**config.mk**
```make
export PLATFORM = sky130hd
export DESIGN_NAME = seq_mult_ctrl_flat
export DESIGN_NICKNAME = d
export VERILOG_FILES = /design/src/rtl/seq_mult_ctrl_if.sv /design/src/rtl/seq_mult_ctrl.sv /design/src/flat_wrapper.sv
export SDC_FILE = /design/constraint.sdc
export NUM_CORES = 1
export LEC_CHECK = 0
export CAP_MARGIN = 10
export CELL_PAD_IN_SITES_DETAIL_PLACEMENT = 2
export CELL_PAD_IN_SITES_GLOBAL_PLACEMENT = 2
export CORE_MARGIN = 3
export CORE_UTILIZATION = 25
export CTS_CLUSTER_SIZE = 14
export DETAILED_ROUTE_END_ITERATION = 16
export PLACE_DENSITY_LB_ADDON = 0.1
export SLEW_MARGIN = 20
export SYNTH_ARGS = -nofsm -noshare
export SYNTH_HDL_FRONTEND = slang
export SYNTH_SLANG_ARGS = --single-unit
```
**constraint.sdc**
```tcl
create_clock -name clk -period 1.5 [get_ports clk]
set_input_delay 0.225 -clock clk [delete_from_list [all_inputs] [get_ports clk]]
set_output_delay 0.225 -clock clk [all_outputs]
set_load 0.005 [all_outputs]
```
**src/rtl/seq_mult_ctrl_if.sv**
```systemverilog
// Host/datapath handshake bundle for the shift-and-add multiplier controller.
// The controller takes the slave view; the host and datapath take the master view.
interface seq_mult_ctrl_if;
  logic start;
  logic q0;
  logic load;
  logic acc_clr;
  logic add_en;
  logic shiftr;
  logic busy;
  logic done;

  modport master (
    output start, q0,
    input  load, acc_clr, add_en, shiftr, busy, done
  );

  modport slave (
    input  start, q0,
    output load, acc_clr, add_en, shiftr, busy, done
  );
endinterface

```
**src/rtl/seq_mult_ctrl.sv**
```systemverilog
// Control FSM for an N-iteration shift-and-add multiplier: load, then N add/shift
// pairs, then a one-cycle done pulse. All strobes are decoded from state.
module seq_mult_ctrl #(
  parameter int N = 8
) (
  input  logic           clk,
  input  logic           clr,
  seq_mult_ctrl_if.slave bus
);

  localparam int CW = $clog2(N) + 1;
  localparam logic [CW-1:0] LAST = CW'(N - 1);

  localparam logic [2:0] S_IDLE  = 3'd0;
  localparam logic [2:0] S_LOAD  = 3'd1;
  localparam logic [2:0] S_ADD   = 3'd2;
  localparam logic [2:0] S_SHIFT = 3'd3;
  localparam logic [2:0] S_DONE  = 3'd4;

  logic [2:0]    state, state_nxt;
  logic [CW-1:0] cnt, cnt_nxt;

  // NOTE: state registers use non-blocking assignments so every flop samples
  // pre-edge values regardless of block ordering.
  always_ff @(posedge clk or posedge clr) begin
    if (clr) begin
      state <= S_IDLE;
      cnt   <= '0;
    end else begin
      state <= state_nxt;
      cnt   <= cnt_nxt;
    end
  end

  // NOTE: defaults at the top of always_comb keep every path assigned, so no
  // latch is inferred for state_nxt or cnt_nxt.
  always_comb begin
    state_nxt = S_IDLE;
    cnt_nxt   = cnt;
    case (state)
      S_IDLE:  state_nxt = bus.start ? S_LOAD : S_IDLE;
      S_LOAD: begin
        cnt_nxt   = '0;
        state_nxt = S_ADD;
      end
      S_ADD:   state_nxt = S_SHIFT;
      S_SHIFT: begin
        // >= rather than == so a corrupted count still terminates the operation
        if (cnt >= LAST) begin
          state_nxt = S_DONE;
        end else begin
          cnt_nxt   = cnt + CW'(1);
          state_nxt = S_ADD;
        end
      end
      S_DONE:  state_nxt = S_IDLE;
      default: begin
        state_nxt = S_IDLE;
        cnt_nxt   = '0;
      end
    endcase
  end

  // q0 only reaches add_en, and only through the ADD decode.
  assign bus.load    = (state == S_LOAD);
  assign bus.acc_clr = (state == S_LOAD);
  assign bus.add_en  = (state == S_ADD) & bus.q0;
  assign bus.shiftr  = (state == S_SHIFT);
  assign bus.busy    = (state == S_LOAD) | (state == S_ADD) | (state == S_SHIFT);
  assign bus.done    = (state == S_DONE);

endmodule

```
**src/flat_wrapper.sv**
```systemverilog
// flat-port wrapper written by rule: the top's interface ports become plain ports
module seq_mult_ctrl_flat 
#(
  parameter int N = 8
)
  (clk, clr, bus_start, bus_q0, bus_load, bus_acc_clr, bus_add_en, bus_shiftr, bus_busy, bus_done);
  seq_mult_ctrl_if bus_i ();
  input  logic clk;
  input  logic clr;
  input wire logic [$bits(bus_i.start)-1:0] bus_start;
  input wire logic [$bits(bus_i.q0)-1:0] bus_q0;
  output wire logic [$bits(bus_i.load)-1:0] bus_load;
  output wire logic [$bits(bus_i.acc_clr)-1:0] bus_acc_clr;
  output wire logic [$bits(bus_i.add_en)-1:0] bus_add_en;
  output wire logic [$bits(bus_i.shiftr)-1:0] bus_shiftr;
  output wire logic [$bits(bus_i.busy)-1:0] bus_busy;
  output wire logic [$bits(bus_i.done)-1:0] bus_done;
  assign bus_i.start = bus_start;
  assign bus_i.q0 = bus_q0;
  assign bus_load = bus_i.load;
  assign bus_acc_clr = bus_i.acc_clr;
  assign bus_add_en = bus_i.add_en;
  assign bus_shiftr = bus_i.shiftr;
  assign bus_busy = bus_i.busy;
  assign bus_done = bus_i.done;
  seq_mult_ctrl #(.N(N)) u_core (.clk(clk), .clr(clr), .bus(bus_i));
endmodule
```
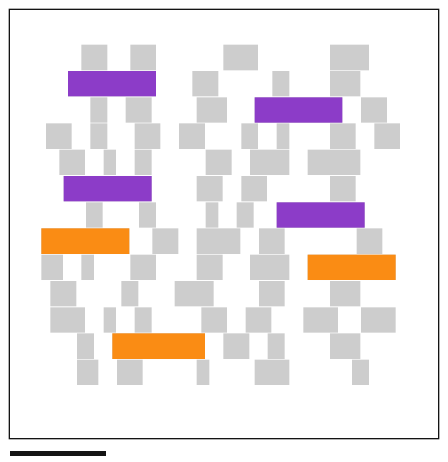
**Above:** sequential cells colored by netlist name.
Scale bar: 10 microns. Other cells in gray.
Key: `u_core.cnt` = purple [flops 4]; `u_core.state` = orange [flops 3]
Sequential Area: 176.4 sq um
Core Util, Final: 0.4859
sequential power: 0.344 mW

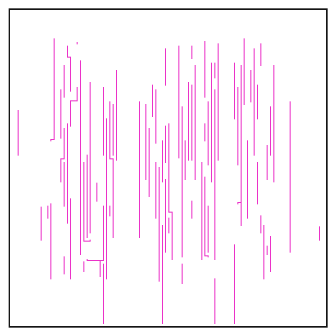
**Above:** met2 routing.
The longest straight run is 27.2 microns. The layer carries 784 microns of wire. 66 nets have wire on it.

==> impl_metrics.ini <==
; synthesis and place-and-route metrics
[sta]
final_max_slew_viol_count = 0
max_slew_margin = 0.8055
worst_slack_ps = -13.66
min_period_over_period = 1.009
max_freq_mhz = 660.7
setup_viol = 1
rsz0062_at_grt = yes
min_period_ps = 1514

[worst_setup_path]
cp_top_family = buffers and inverters
r2r_end = u_core.cnt[0]
rr_worst_depth = 5
cp_slowest_cell = dfrtp_1
rrSetupSlack_ps = 30
critPathMaxFanout = 4
critPathKind = register to primary output
crit_buf_inv = 2

[drt]
wl_per_cell_microns = 18.10
vias = 404
via_per_inst = 4.810
drt-initial-drc-count = 0
antenna_left = 0

[synth]
synth_cells = 39
yosys_area_sq_um = 367.9
yosys_warnings = 0

[pwr]
leakage_nw = 0.3262
clkPwrFrac = 0.137
clk-power_mw = 0.188
p_per_area_nw_per_um2 = 2114

[global_route]
grt_pass1_vias = 469
antenna_found_initial = 0
grt_max_degree = 8

[placed_design]
placed_cells = 71
dpl_worst_slack_ps = -85.79
place_hpwl_microns = 942.2
port_buffers = 9

[cts]
hold_buffers = 0
cts.path.max_buffers = 2
cts.clk_slew.worst_paths_ps = 60

[run_status]
status = finished with violations
violations = setup timing

[die]
coreArea_sq_um = 1334
initial_core_util = 0.2758
io_pins = 10

[cells_and_area]
lay_top_count = buf_4
n_antenna_cell = 0
drive_gt1_frac = 0.4783
instances_no_fill = 84
-- flip-flops by register name (all words and copies together) (netlist names) --
| name | cells |
|---|---|
| u_core.state | 3 |
| u_core.cnt | 4 |
-- timing repair --
action,in CTS,in global routing
endpoints found under the setup margin,6,7
resized,21,10
pin swaps,2,2
buffers inserted,6,4
-- synth_stat cells (all sizes together) --
| master | count | area [sq um] |
|---|---|---|
| a21o | 1 | 7.510 |
| a21oi | 1 | 5.000 |
| and2 | 1 | 6.260 |
| and2b | 1 | 7.510 |
| and3b | 1 | 8.760 |
| buf | 1 | 7.510 |
| dfrtp | 7 | 175.2 |
| ha | 1 | 12.51 |
| inv | 2 | 7.510 |
| nand2 | 2 | 7.510 |
| nand3 | 3 | 15.01 |
| nand3b | 1 | 7.510 |
| nand4b | 1 | 8.760 |
| nor2 | 4 | 15.01 |
| nor3b | 1 | 7.510 |
| nor4b | 1 | 8.760 |
| o21a | 2 | 15.01 |
| o21ai | 6 | 30.03 |
| or2b | 1 | 7.510 |
| or4 | 1 | 7.510 |
-- stage by stage --
step	util	TNS, ps	total power, mW	cell area [sq um]
finish	0.4859	-13.66	1.370	648.1
CTS	0.4634	-116.7	1.267	618.1
global route	0.4859	-206.6	1.480	648.1
detailed placement	0.4024	-185.0	0.9788	536.8
global placement	0.4024	-99.63	0.9189	536.8
floorplan	-	0	0.6247	367.9
-- final cells by class --
cell class	count	area, sq um
fill	140	685.7
multi-input combinational	29	211.5
timing repair buffer	27	207.7
sequential	7	176.4
clock buffer	4	26.28
tap	15	18.77
inverter	2	7.507
-- metal layers --
layer,up-vias,GRT usage,wire [microns]
met5,-,0,0
met4,0,0.07229,19
met3,2,0.02439,30
met2,8,0.2936,784
met1,192,0.1965,685
li1,202,-,-
No activity file was given, so power comes from the tool's default toggle rates.
